===== src/rtl/top_multiplier.sv =====
// top_multiplier
//   Sequential unsigned shift-and-add multiplier, p = ain * pin.
//   A level-sensitive go starts an operation from IDLE. One multiplier bit is
//   processed per clock, and done then holds until go is released.
//
// Ports
//   clk   in   1        rising-edge clock
//   rst   in   1        synchronous active-high reset, aborts any operation
//   go    in   1        start request (level); ignored outside IDLE
//   ain   in   WIDTH    multiplicand, captured on the start edge
//   pin   in   WIDTH    multiplier, captured on the start edge
//   done  out  1        result valid (registered, high while in DONE)
//   p     out  2*WIDTH  product (registered, changes only on completion/reset)
module top_multiplier #(
    parameter int WIDTH = 8
) (
    input  logic               clk,
    input  logic               rst,
    input  logic               go,
    input  logic [WIDTH-1:0]   ain,
    input  logic [WIDTH-1:0]   pin,
    output logic               done,
    output logic [2*WIDTH-1:0] p
);

    localparam int CW = $clog2(WIDTH + 1);

    typedef enum logic [1:0] {
        IDLE,
        RUN,
        DONE
    } state_t;

    state_t             state;
    state_t             state_nxt;
    logic [WIDTH-1:0]   a_reg;
    logic [WIDTH-1:0]   b_reg;
    logic [2*WIDTH-1:0] acc;
    logic [2*WIDTH-1:0] p_reg;
    logic [2*WIDTH-1:0] addend;
    logic [CW-1:0]      cnt;
    logic               last;

    // cnt counts completed steps. The edge after the WIDTH-th step commits
    // the product, so done rises WIDTH+1 edges after the start edge.
    assign last = (cnt == CW'(WIDTH));

    always_comb begin
        addend = '0;
        if (b_reg[0])
            addend = {{WIDTH{1'b0}}, a_reg} << cnt;
    end

    // State register
    always_ff @(posedge clk) begin
        if (rst)
            state <= IDLE;
        else
            state <= state_nxt;
    end

    // Next-state logic
    always_comb begin
        state_nxt = state;
        case (state)
            IDLE:    if (go)   state_nxt = RUN;
            RUN:     if (last) state_nxt = DONE;
            DONE:    if (!go)  state_nxt = IDLE;
            default: state_nxt = IDLE;
        endcase
    end

    // Datapath registers
    always_ff @(posedge clk) begin
        if (rst) begin
            a_reg <= '0;
            b_reg <= '0;
            acc   <= '0;
            cnt   <= '0;
            p_reg <= '0;
        end else begin
            case (state)
                IDLE: begin
                    if (go) begin
                        a_reg <= ain;
                        b_reg <= pin;
                        acc   <= '0;
                        cnt   <= '0;
                    end
                end
                RUN: begin
                    if (last) begin
                        p_reg <= acc;
                    end else begin
                        acc   <= acc + addend;
                        b_reg <= b_reg >> 1;
                        cnt   <= cnt + CW'(1);
                    end
                end
                default: ;
            endcase
        end
    end

    // Outputs: both are taken directly from flops.
    always_comb begin
        done = (state == DONE);
        p    = p_reg;
    end

endmodule


===== config.mk =====
export PLATFORM = sky130hd
export DESIGN_NAME = top_multiplier
export DESIGN_NICKNAME = d
export VERILOG_FILES = /design/src/rtl/top_multiplier.sv
export SDC_FILE = /design/constraint.sdc
export NUM_CORES = 1
export LEC_CHECK = 0
export CAP_MARGIN = 20
export CORE_ASPECT_RATIO = 0.9
export CORE_MARGIN = 1.5
export CORE_UTILIZATION = 50
export DETAILED_ROUTE_END_ITERATION = 8
export PLACE_DENSITY = 0.79
export SYNTH_ARGS = -nofsm -noshare
export SYNTH_HDL_FRONTEND = slang
export SYNTH_SLANG_ARGS = --single-unit

===== constraint.sdc =====
create_clock -name clk -period 9.8 [get_ports clk]
set_clock_uncertainty 0.1 [all_clocks]
set_input_delay 2.94 -clock clk [delete_from_list [all_inputs] [get_ports clk]]
set_output_delay 2.94 -clock clk [all_outputs]
set_load 0.005 [all_outputs]

Figure 1. Pin placement.
Pins as bars across the die edge, other pins in gray.
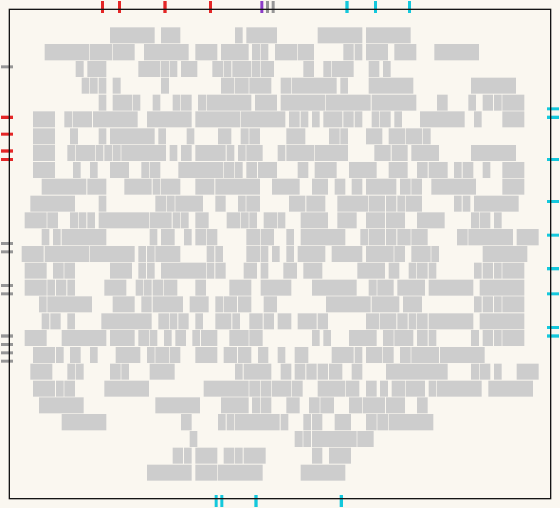
- cyan: p (pins 16; direction output; edge 9 right, 4 bottom, 3 top)
- red: pin (pins 8; direction input; edge 4 left, 4 top)
- purple: rst (pins 1; direction input; edge top)

==> results.yml <==
# yosys + openroad results
worst_hold_path:
  hold_depth: 2
  hp-start: "p[13]$_SDFFE_PP0P_"
  min_to: "p[13]$_SDFFE_PP0P_"
  hold_path_class: "register to register"
place:
  dp.cells: 516
  hpwl_mm: 5.35
  dpl_worst_slack_ns: 4.55
  placed_area_sq_mm: 0.00358
  routabilityCongestion: 0.887
  portBuffers: 35
sta:
  min_period_ns: 4.54
  fmax_ghz: 0.220
  fin_crit_sh_pct: 46.3
  slew_violations: 0
  rsz0062_at_grt: "false"
  slew_headroom_pct: 53.1
  finalSetupViolCount: 0
  timing.hold.ws_ns: 0.355
  final-hold-violation-count: 0
  setup_tns_ns: 0
  setup_ws_ns: 5.26
  tightestPinTransition_ns: 0.703
synthesis:
  synth_chip_area_sq_mm: 0.00320
  netlist_instances: 413
  fa_ha_area_share_pct: 7.27
  top_logic_kind: "AND-OR/OR-AND gates"
  ys_cells: 413
  flop_cell: "dfxtp_1"
  yosysSeqAreaShare_pct: 33.8
  synth_cell_types: 50
  synth_compound_gate_area_share_pct: 24.1
  yosysTopAreaCellShare_pct: 33.8
  syn_area_per_cell_sq_um: 7.75
  ys_top_cells_by_area: "dfxtp_1 34%, nand2_1 11%, a21oi_1 8.0%, ha_1 6.6%, nor2_1 4.2%"
  ys_warn_count: 0
  synthArstFlopShare_pct: 0
  synthMuxAreaShare_pct: 5.32
  ys_sh_xor_pct: 3.28
  yosysMostFrequentCell: "nand2_1"
  synthTopCellsByCount: "95 x nand2_1, 54 x dfxtp_1, 51 x a21oi_1, 36 x nor2_1, 17 x ha_1"
  synth_flops: 54
  edf_count: 0
  yosys.area.top_type: "dfxtp_1"
  simple_gate_area_share_pct: 22.8
  syn-num-nets: 450
  syn_area_sq_mm: 0.00320
global_routing:
  track_usage_pct: 22.5
  grt_max_degree: 48
  grt_first_pass_wirelength_mm: 12.5
  grt_pass1_vias: 2747
  overflow: 0
  antenna_found_initial: 0
cts:
  cts_max_level: 2
  worst_skew_pair.late_latency_ns: 0.31
  clock-root-buffer: "clkbuf_8"
  post_cts_buffers: 0
  cts_resized: 0
  ctsHoldBuffers: 0
  clk_pin_slew_worst_paths_ns: 0.09
  clkSinkCount: 54
  cts.path.max_buffers: 2
  numCtsBuffers: 5
  tritoncts: "yes"
layout:
  syn_to_final_growth_pct: 15.4
  fin_area_sq_mm: 0.00369
  diodes: 0
  nets: 475
  lay_top_cells: "95 x nand2_1, 54 x dfxtp_1, 51 x a21oi_1, 36 x nor2_1, 35 x clkdlybuf4s50_1"
  fill_cells: 575
  instances_no_fill: 526
  final_core_util_pct: 60.1
  drive_gt1_share_pct: 5.47
  lay_top_count: "nand2_1"
setup_path:
  critical_path.top_delay_family: "buffers and inverters"
  crit_fanout: 6
  worstSetupEndpointType: "primary output"
  max_stage_delay_ns: 0.54
  cp-startpoint: "state[1]$_SDFFE_PP0P_"
  r2r_slack_ns: 6.04
  cp_slowest_cell: "clkdlybuf4s50_1"
  path_depth: 2
  crit_buf_inv: 1
  crit_end: "done"
  r2r.worst_path.cells: 12
  path_cells: "nor2b_1 > clkdlybuf4s50_1"
  reg2reg_from: "cnt[1]$_SDFFE_PP0P_"
  critPathLaunchType: "register"
  crit_required_ns: 6.76
  r2r-end: "acc[14]$_SDFFE_PP0P_"
  cp.arrival_ns: 1.50
  critPathKind: "register to primary output"
detailed_routing:
  ant_nets: 0
  drtIter0Drc: 158
  num_vias: 2930
  via_per_inst: 5.57
  firstDrtPassIters: 4
  wl_mm: 7.31
  route.detailed.wl_per_inst_microns: 13.9
  drc_errors: 0
floorplanning:
  fp_util_pct: 52.1
  core.rowCount: 27
  dieArea_sq_mm: 0.00689
  die_x_microns: 87.3
  die_h_microns: 78.9
  coreArea_sq_mm: 0.00615
power_and_ir_drop:
  p_leak_nw: 1.43
  vdd_ir_drop_max_mv: 0.0738
  p_total_mw: 0.410
  power_density_mw_per_mm2: 111
job:
  drv_cap: 0
  warnings: 27
outcome:
  outcome: "finished clean"
Figure 2. Local utilization.
The die is cut into 9 by 8 equal tiles; white is low, dark blue is high, 0 to 100% covered.
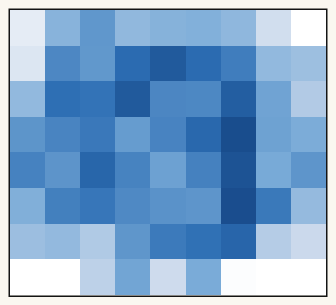
- fullest tile: 89%
- mean over tiles: 52%
- nearly empty tiles: 8.3%

cell type report:
type                    instances  area (sq um)  area share, %
inverters                       6          22.5          0.610
well taps                      87           109           2.95
flip-flops and latches         54          1080           29.3
clock inverters                 1          5.00          0.136
multi-input cells             333          2010           54.4
repair buffers                 38           379           10.3
clock buffers                   7          86.3           2.34
report_power, final:
part           total [mW]  switching, mW  leakage (nW)  internal [mW]
Combinational      0.0488         0.0278         0.948         0.0210
Sequential          0.233        0.00777         0.439          0.225
Clock               0.129         0.0714        0.0482         0.0572
Total               0.410          0.107          1.43          0.303
layer usage:
layer	share of wire, %	vias to the layer above	GRT usage, %
met5	0	-	0
met1	49	1355	29.5
li1	-	1502	-
met3	4.0	6	3.22
met2	47	67	38.1
met4	0.89	0	6.98
Power figures rest on the tool's default switching activity, not on a simulated workload.
